**Port wiring**

Drawn at 6 px/um.
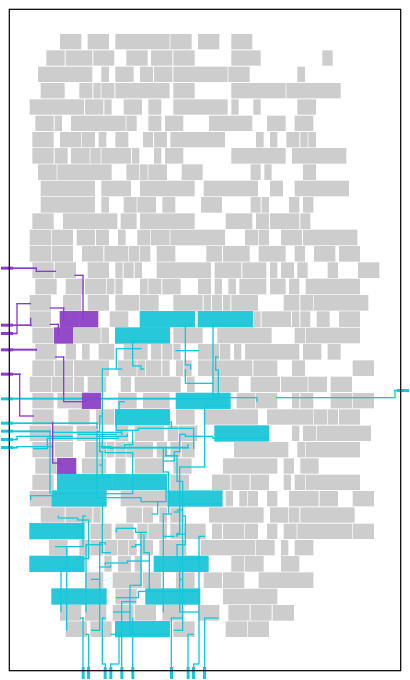
**Clock network drawn from the DEF**

Drawn at 6 px/um.
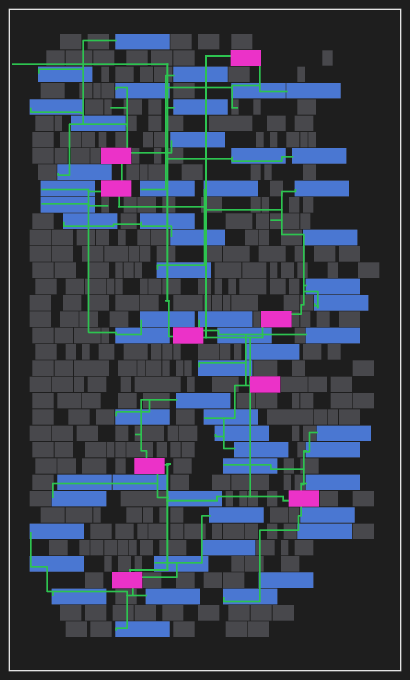
**Gate-type map**

Drawn at 4 px/um.
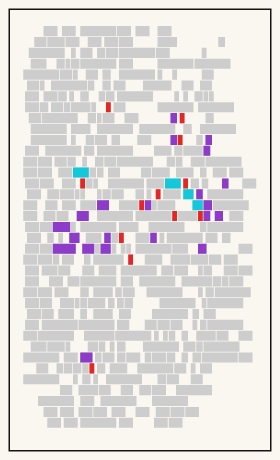
**Track usage over the die**

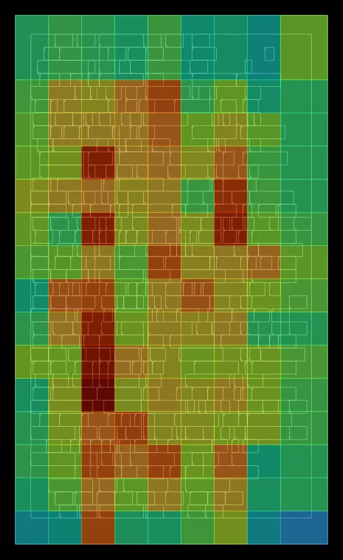
**Wire density map**

Drawn at 4 px/um. 13 x 22 tiles, from white (low) to dark blue (high), scaled to the fullest tile. Values are wire area over tile area, all layers added.
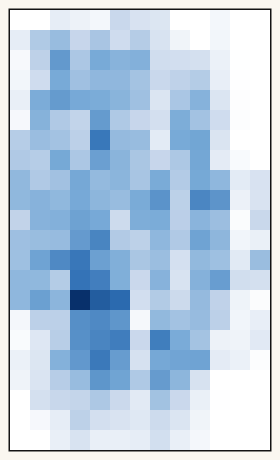
Design hazard_stall_ctrl_flat, sky130hd; sources not shown.
==> impl_metrics.toml <==
# generated from flow reports
[timing]
max_freq_mhz = 304
whs_ns = 0.0429
finalSetupViolations = 0

[clock_network]
clock-sinks = 57

[flow_run]
maxCapViolations = 0

[layout]
clock_cell_area_share_pct = 3.99
nets = 406

[floorplanning]
die_h_um = 110
core_region_area_mm2 = 0.00588
fp.dieW_um = 65
core_util_floorplan_pct = 51.9
n_tap_cell = 78
dieArea_mm2 = 0.00715

[placed_design]
place_area_mm2 = 0.00392

[yosys]
postSynthSeqShare_pct = 46.7
numSynthFlops = 57
edf_count = 0
ys_sh_simple_pct = 23.5

[pwr]
sw_frac_of_total_pct = 35.4
pwr-share-seq_pct = 40.3

[status]
outcome = "completed"

[worst_hold_path]
hold_path_class = "input port to asynchronous set/reset pin"

[drt]
drc = 0

[setup_path]
worst-path-max-fanout = 14
## Picture notes: 'port wiring'
[`bus_ID_rs2_i`] purple | direction: input | edge: west | end cells: 5 | buffers: 5 | wire: 71.9 um
[`bus_flush_cnt_o`] cyan | direction: output | edge: 10 south, 5 west, 1 east | end cells: 16 | buffers: 16 | wire: 778 um
port bufs: 77
I/O pins: 78

## Picture notes: 'clock network drawn from the DEF'
[flip-flops] blue | count: 57
[clock drivers] magenta | count: 9
[clock wires] green | length: 815 um
flops lie: all over the die
routed clock nets: 10
Layout Skew: 0.00572 ns
clock network power share: 25.0%

## Picture notes: 'gate-type map'
[inverters] red | cells: 12 | where: centre
[AND-OR and OR-AND gates] cyan | cells: 4
[inverting AOI/OAI gates] purple | cells: 21
most frequent logic cell in the layout: clkdlybuf4s50_1
Post-Layout Cell Count: 455
fraction of area in multi-input gates: 37.8%

## Picture notes: 'track usage over the die'
Routed WL per cell: 15.0 um
total global routing track utilization: 21.2%
met3 Usage GRT: 5.27%

## Picture notes: 'wire density map'
densest ninth of the die: west
nearly empty tiles: 13%
fullest tile: 0.52
tiles over half the peak: 17%
mean over tiles: 0.15
Total Wirelength: 6820 um
routed vias: 2525

## worst max-delay path: stages
cell and delay [ns]:
clkdlybuf4s50_1 0.47, or4_4 0.57, o21ai_4 0.23, nor2_4 0.13, nor2_1 0.17, clkdlybuf4s50_1 0.63
## cell usage in the layout, fill, tap and decap left out, types with 3 or more instances in the layout
master	netlist	final
a21oi_1	5	5
a31oi_1	3	3
and3_1	10	10
buf_4	3	3
clkbuf_1	0	3
clkbuf_8	0	11
clkdlybuf4s50_1	0	76
dfrtp_1	57	57
ha_1	10	10
inv_1	12	12
mux2_2	5	5
nand2_1	23	23
nand3_1	19	19
nand4_1	18	18
nor2_1	15	15
nor3_1	13	13
nor4_1	4	4
nor4_2	3	3
nor4_4	3	3
o2111ai_1	3	3
o21ai_0	5	5
xnor2_1	24	24
xor2_1	27	27
Power and IR drop assume default switching activity.
